Design uart_tx_arbiter_flat, sky130hd; sources not shown.
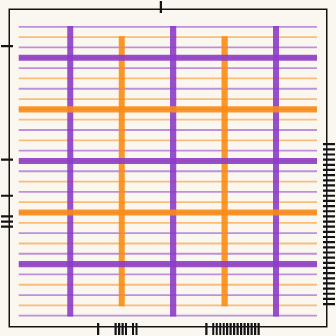
(floorplan with the power grid)
Pins as bars on the die edge.
[purple] VSS
[orange] VDD
met4 straps: 5
rows: 28
signal pins: 61
die width: 83.32 µm
VDD IR max: 0.1785 mV
Die Y: 83.32 µm
Core Area: 0.005991 mm²

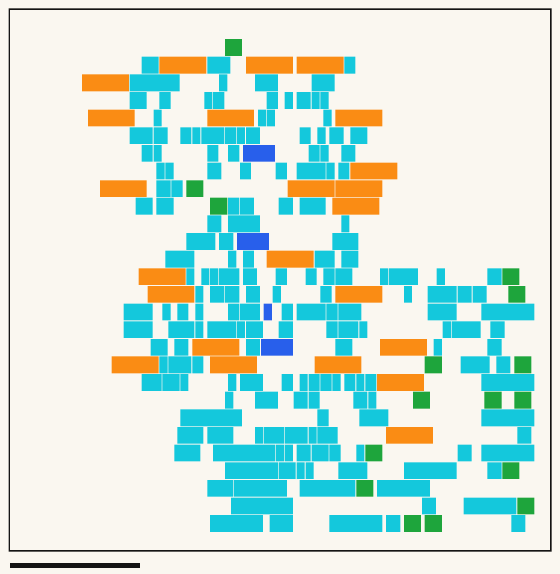
(placed cells, one color a class)
The bar under the picture is 20 µm long.
[orange] sequential cells | cells: 23 | share of their area: 22%
[cyan] remaining logic cells | cells: 186 | share of their area: 70%
[green] remaining buffers and delay cells | cells: 16 | share of their area: 5.7%
[blue] clock drivers and dummy loads | cells: 4 | share of their area: 2.1%
Seq area share: 0.2099
post-layout util: 0.3661
Rows: 28
Design Area, Final: 0.002193 mm²

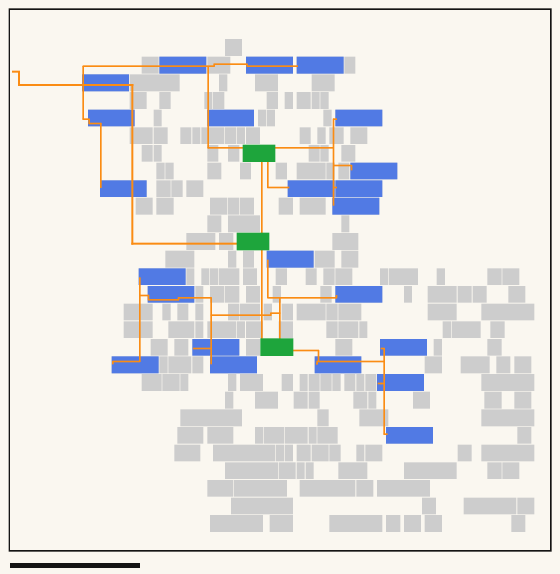
(clock network drawn from the DEF)
The bar under the picture is 20 µm long.
[orange] clock wires | length: 320 µm
[blue] flip-flops | count: 23
[green] clock-net drivers | count: 3
routed clock nets: 4
Clock power frac: 0.242
clock group total power: 181 µW
clk latency late pin: 0.26 ns

==> results.toml <==
# generated from flow reports
[floorplanning]
fp_util = 0.3360
chipArea_mm2 = 0.006941
num_io_pins = 61

[hold_path]
hold_path_depth = 1
hp-class = "primary input to register"

[final_layout]
finalNetCount = 288
layout_top_cell = "dfxtp_1"
logic_area_mm2 = 0.001414
drive_above_1_share = 0.1921
largest_reg_flops = 10
syn_to_final_growth_pct = 8.949
n_antenna_cell = 0
flop_area_um2 = 460.4
fillCellCount = 609
mostFrequentLayoutCells = "dfxtp_1, nand2_1, buf_4, inv_1, nor2_1"
layoutNonFillerInstCount = 304

[routing]
wl_per_cell_um = 14.77
routed_wl_mm = 4.491
dr.pass1.iters = 4
vias = 1675
viasPerCell = 5.510
drc = 0
drtIter0Drc = 101
ant_nets = 0

[pwr]
p_leak_uw = 0.0008139
power_density_mw_per_mm2 = 341.5

[synth]
synth_cells = 222
syn_area_mm2 = 0.002013
yosysWarningCount = 6
synth.avg_cell_area_um2 = 9.068
syn_nets = 280

[worst_setup_path]
cp.arrival_ns = 2.06
critical_path_class = "register to output pin"
reg2reg_depth = 9
startpoint_type = "register"
max_stage_delay_ns = 0.48
cpMostUsedCell = "buf_4"
regToRegSetupSlack_ns = 0.41
worstPathRequired_ns = 2.41
cp_cell_sequence = "inv_1 -> ha_1 -> nor3b_1 -> a22oi_1 -> buf_4 -> nor2b_1 -> buf_4"
setup.worst_path.end_class = "output pin"
worstPathMaxFanout = 8
cp_slowest_cell = "a22oi_1"

[global_routing]
antenna_found_initial = 0
grt_pass1_vias = 1632
gr-total-overflow = 0
grt_max_degree = 17
grt_pass1_wl_mm = 7.638
grt_use_total = 0.1300

[clock_tree]
cts_root_buf = "clkbuf_8"
cts_hold_buf = 0
clockBufferDepth = 2
clock_tree.htree_level_count = 1
post-cts-setup-buffer-count = 0
cts_resized = 0
numCtsBuffers = 3
path_clk_slew_ns = 0.08
cts_tree = "built"
cts.sinks = 23

[sta]
fin_crit_ns = 2.854
fmax_mhz = 350.3
rsz0062_at_grt = "no"
finalCritPeriodShare = 0.8920
report.final.slew_viol_count = 0
hold_ws_ns = 0.3487
setup_slack_ns = 0.3456
slew_headroom = 0.6206
setup_viol = 0
fin_tns_setup_ns = 0
tightest_slew_ns = 0.5684
hold_viol = 0

[placed_design]
hpwlAfterDp_mm = 3.571
port_buffers = 0
place_ws_ns = 0.4411
dp_cells = 300

[flow_run]
maxCapViolCount = 0
warnings = 36

[outcome]
status = "finished clean"
-- critical path: cells and delay by family, from the launching register on --
kind            cells  cell delay [ns]
buf+inv             3             0.52
flops               1             0.36
fa+ha+maj           1             0.23
simple gates        2             0.22
compound gates      1             0.48
-- power breakdown --
| group | total, µW | internal [µW] | leakage, µW | switching, µW |
|---|---|---|---|---|
| combinational | 247 | 112 | 0.000605 | 136 |
| sequential | 321 | 298 | 0.000186 | 22.2 |
| clock | 181 | 88.8 | 0.0000228 | 92.2 |
-- area by class of cell --
class,instances,share of cell area
Clock buffer,4,0.02054
Inverter,16,0.02738
Tap cell,75,0.04278
Multi-Input combinational cell,170,0.6446
Sequential cell,23,0.2099
Timing Repair Buffer,16,0.05476
-- layer usage --
layer	wire length (µm)	share of wire	track usage
met1	1980	0.44	0.1624
met2	2057	0.46	0.2148
met3	428	0.095	0.04175
met4	24	0.0053	0.03577
met5	0	0	0
-- through the flow --
| step | power (µW) | area [µm²] |
|---|---|---|
| floorplan | 524.6 | 2013 |
| global placement | 573.8 | 2148 |
| detailed placement | 574.8 | 2148 |
| CTS | 757.8 | 2193 |
| global route | 794.6 | 2193 |
| finish | 748.9 | 2193 |
Power and IR drop assume default switching activity.
